--- src/rtl/ttt_game_ctrl.sv ---
// rtl/ttt_game_ctrl.sv - tic-tac-toe game controller: turn sequencing, move legality,
// win/draw detection and per-turn forfeit timeout.
module ttt_game_ctrl #(
   parameter int TIMEOUT_CYCLES = 1000
) (
   input  logic       clk,
   input  logic       rst_n,
   input  logic       i_new_game,
   input  logic       i_first_b,
   input  logic       i_move_valid,
   input  logic [3:0] i_move_idx,
   output logic       o_move_ready,
   output logic       o_move_ack,
   output logic       o_move_err,
   output logic [8:0] o_ain,
   output logic [8:0] o_bin,
   output logic       o_turn_b,
   output logic       o_game_over,
   output logic [1:0] o_winner,
   output logic [7:0] o_win_line,
   output logic       o_timeout_flag
);

   localparam int TW = (TIMEOUT_CYCLES > 2) ? $clog2(TIMEOUT_CYCLES) : 1;
   localparam logic [TW-1:0] T_LIM = TW'(TIMEOUT_CYCLES - 1);

   typedef enum logic [2:0] {
      S_IDLE, S_A_TURN, S_B_TURN, S_CHECK, S_A_WIN, S_B_WIN, S_DRAW
   } state_t;

   state_t          r_state, w_state_nxt;
   logic [8:0]      r_ain, r_bin, w_ain_nxt, w_bin_nxt;
   logic            r_turn_b, w_turn_b_nxt;
   logic            r_ack, r_err, w_ack_nxt, w_err_nxt;
   logic [1:0]      r_winner, w_winner_nxt;
   logic [7:0]      r_win_line, w_win_line_nxt;
   logic            r_tflag, w_tflag_nxt;
   logic [TW-1:0]   r_tcnt, w_tcnt_nxt;

   logic            w_in_turn, w_legal, w_expire;
   logic [8:0]      w_occ, w_sel;
   logic [7:0]      w_lines;

   // Bit order matches the win_line encoding: bit0 row 876 ... bit7 diagonal 246.
   function automatic logic [7:0] f_lines(input logic [8:0] b);
      f_lines = {b[2] & b[4] & b[6], b[8] & b[4] & b[0], b[6] & b[3] & b[0],
                 b[7] & b[4] & b[1], b[8] & b[5] & b[2], b[2] & b[1] & b[0],
                 b[5] & b[4] & b[3], b[8] & b[7] & b[6]};
   endfunction

   assign w_in_turn = (r_state == S_A_TURN) || (r_state == S_B_TURN);
   assign w_occ     = r_ain | r_bin;
   assign w_sel     = 9'(1) << i_move_idx;
   assign w_legal   = w_in_turn && i_move_valid && (i_move_idx <= 4'd8) && ((w_occ & w_sel) == 9'd0);
   assign w_expire  = (TIMEOUT_CYCLES != 0) && (r_tcnt == T_LIM);
   assign w_lines   = f_lines(r_turn_b ? r_bin : r_ain);

   always_comb begin
      w_state_nxt    = r_state;
      w_ain_nxt      = r_ain;
      w_bin_nxt      = r_bin;
      w_turn_b_nxt   = r_turn_b;
      w_ack_nxt      = 1'b0;
      w_err_nxt      = 1'b0;
      w_winner_nxt   = r_winner;
      w_win_line_nxt = r_win_line;
      w_tflag_nxt    = r_tflag;
      w_tcnt_nxt     = r_tcnt;

      case (r_state)
         S_A_TURN, S_B_TURN: begin
            if (w_legal) begin
               if (r_state == S_B_TURN) w_bin_nxt = r_bin | w_sel;
               else                     w_ain_nxt = r_ain | w_sel;
               w_ack_nxt   = 1'b1;
               w_state_nxt = S_CHECK;
            end else begin
               w_err_nxt = i_move_valid;
               if (w_expire) begin
                  // The waiting player forfeits to the opponent.
                  w_state_nxt    = (r_state == S_A_TURN) ? S_B_WIN : S_A_WIN;
                  w_winner_nxt   = (r_state == S_A_TURN) ? 2'b10 : 2'b01;
                  w_win_line_nxt = 8'd0;
                  w_tflag_nxt    = 1'b1;
               end else if (TIMEOUT_CYCLES != 0) begin
                  w_tcnt_nxt = r_tcnt + TW'(1);
               end
            end
         end
         S_CHECK: begin
            w_win_line_nxt = w_lines;
            w_tcnt_nxt     = '0;
            if (w_lines != 8'd0) begin
               w_state_nxt  = r_turn_b ? S_B_WIN : S_A_WIN;
               w_winner_nxt = r_turn_b ? 2'b10 : 2'b01;
            end else if (w_occ == 9'h1FF) begin
               w_state_nxt  = S_DRAW;
               w_winner_nxt = 2'b11;
            end else begin
               w_state_nxt  = r_turn_b ? S_A_TURN : S_B_TURN;
               w_turn_b_nxt = ~r_turn_b;
            end
         end
         default: ;
      endcase

      if (i_new_game) begin
         w_state_nxt    = i_first_b ? S_B_TURN : S_A_TURN;
         w_ain_nxt      = 9'd0;
         w_bin_nxt      = 9'd0;
         w_turn_b_nxt   = i_first_b;
         w_ack_nxt      = 1'b0;
         w_err_nxt      = 1'b0;
         w_winner_nxt   = 2'b00;
         w_win_line_nxt = 8'd0;
         w_tflag_nxt    = 1'b0;
         w_tcnt_nxt     = '0;
      end
   end

   always_ff @(posedge clk or negedge rst_n) begin
      if (!rst_n) begin
         r_state    <= S_IDLE;
         r_ain      <= 9'd0;
         r_bin      <= 9'd0;
         r_turn_b   <= 1'b0;
         r_ack      <= 1'b0;
         r_err      <= 1'b0;
         r_winner   <= 2'b00;
         r_win_line <= 8'd0;
         r_tflag    <= 1'b0;
         r_tcnt     <= '0;
      end else begin
         r_state    <= w_state_nxt;
         r_ain      <= w_ain_nxt;
         r_bin      <= w_bin_nxt;
         r_turn_b   <= w_turn_b_nxt;
         r_ack      <= w_ack_nxt;
         r_err      <= w_err_nxt;
         r_winner   <= w_winner_nxt;
         r_win_line <= w_win_line_nxt;
         r_tflag    <= w_tflag_nxt;
         r_tcnt     <= w_tcnt_nxt;
      end
   end

   assign o_move_ready   = w_in_turn;
   assign o_move_ack     = r_ack;
   assign o_move_err     = r_err;
   assign o_ain          = r_ain;
   assign o_bin          = r_bin;
   assign o_turn_b       = r_turn_b;
   assign o_game_over    = (r_state == S_A_WIN) || (r_state == S_B_WIN) || (r_state == S_DRAW);
   assign o_winner       = r_winner;
   assign o_win_line     = r_win_line;
   assign o_timeout_flag = r_tflag;

endmodule

--- config.mk ---
export PLATFORM = sky130hd
export DESIGN_NAME = ttt_game_ctrl
export DESIGN_NICKNAME = d
export VERILOG_FILES = /design/src/rtl/ttt_game_ctrl.sv
export SDC_FILE = /design/constraint.sdc
export NUM_CORES = 1
export LEC_CHECK = 0
export ABC_AREA = 1
export CAP_MARGIN = 20
export CORE_ASPECT_RATIO = 0.7
export CORE_UTILIZATION = 45
export CTS_BUF_LIST = sky130_fd_sc_hd__clkbuf_16
export DETAILED_ROUTE_END_ITERATION = 7
export PLACE_DENSITY_LB_ADDON = 0.08
export SKIP_LAST_GASP = 1
export SLEW_MARGIN = 10
export SYNTH_ARGS = -nofsm -noshare
export SYNTH_HDL_FRONTEND = slang
export SYNTH_SLANG_ARGS = --single-unit
--- constraint.sdc ---
create_clock -name clk -period 1.7 [get_ports clk]
set_clock_uncertainty 0.15 [all_clocks]
set_input_delay 0.34 -clock clk [delete_from_list [all_inputs] [get_ports clk]]
set_output_delay 0.34 -clock clk [all_outputs]
set_load 0.05 [all_outputs]
==> flow_summary.ini <==
; flow metrics
[critical_path]
r2r_cells = 12
cp_max_fo = 4
endpoint = r_state[0]$_DFFE_PN0P_
crit_type = flop to flop
critPathTopFamily = simple AND/OR/NAND/NOR gates
crit_path_start = o_ain[2]$_DFFE_PN0P_
crit_buf_inv = 2
crit_cells = 12

[floorplan]
taps = 75
rows = 23
die_area_um2 = 6320

[sta]
fin_tns_setup_ps = -12350
fin_crit_ps = 2240
final_max_slew_viol_count = 0
max_freq_mhz = 446
setup_viol = 48
hold_ws_ps = 384
finalHoldViolCount = 0
worstMarginPinSlew_ps = 329
setup_ws_ps = -540

[drt]
met2_length_mm = 5.73
drc = 0
dr_wl_met3_mm = 1.39
drt_iter0_markers = 357

[outcome]
status = complete, but fails checks
violations = negative setup slack

[final_layout]
fin_nets = 522
final_common_cell = buf_4
final_cell_mix = buf_4, nand2_1, buf_12
clkbuf_count = 5
largest_register_ff_count = 10
seq_share_pct = 22.4
fin_area_um2 = 5140
area_growth_pct = 90.2
top_register = r_tcnt
buffer_area_share_pct = 32.3

[logic_synthesis]
ys_ff = 45
syn_avg_cell_area_um2 = 7.42
yosys.area_share.aoi_pct = 10.2
synth-edff-count = 0
yosysTopAreaCell = dfrtp_1
xor_share_pct = 0.972
ys_cells = 364
synth.distinct_cells = 36
synth_simple_gate_area_share_pct = 37.7

[cts]
clk_latency_ps = 300
post_cts.repair.setup_buffers = 16
clk_pin_slew_ps = 70

[placement]
hpwl_mm = 5.64
port_buffers = 42
dpl_cell_area_um2 = 4170

[global_routing]
grt_antenna_before_repair = 0
met2_usage_pct = 52.9
grt_pass1_vias = 3133
grt_use_total_pct = 33.4
grt_max_degree = 46
grt.busiest_layer = met2

[worst_hold_path]
hold_class = input pin to async pin

[power]
irDropWorstVdd_v = 0.000581
pg_clk_mw = 0.973
power_leader = combinational logic
comb_power_share_pct = 59.9
p_int_mw = 3.21
total_power_mw = 5.71
p_seq_mw = 1.31

[flow_run]
warnings = 29
cap_viol_max_count = 0
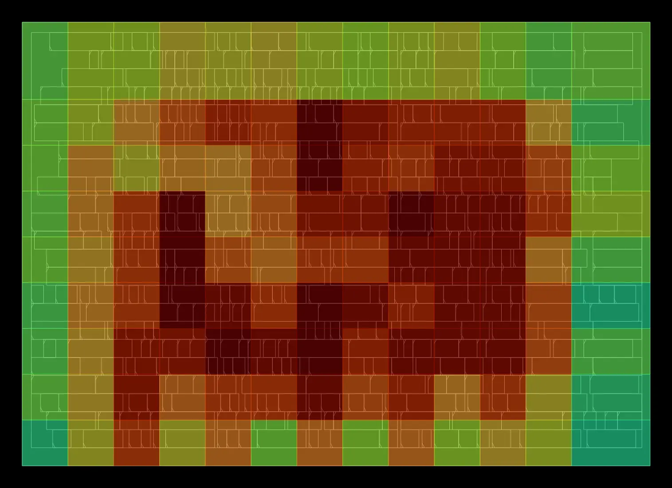
*Routing congestion map*
met3 usage: 8.79%
met1 Usage GRT: 42.5%
Avg WL per Cell: 22.1 um

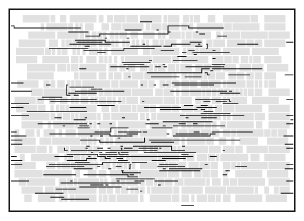
*The metal 3 layer*
Drawn at 3 px/um. Cells faint in the background.
share of all routed wire: 11%
wire length on this layer: 1390 um
main direction: horizontal
nets with wire on the layer: 141
longest straight run: 30.1 um
drt total wl: 13.0 mm
vias: 3635

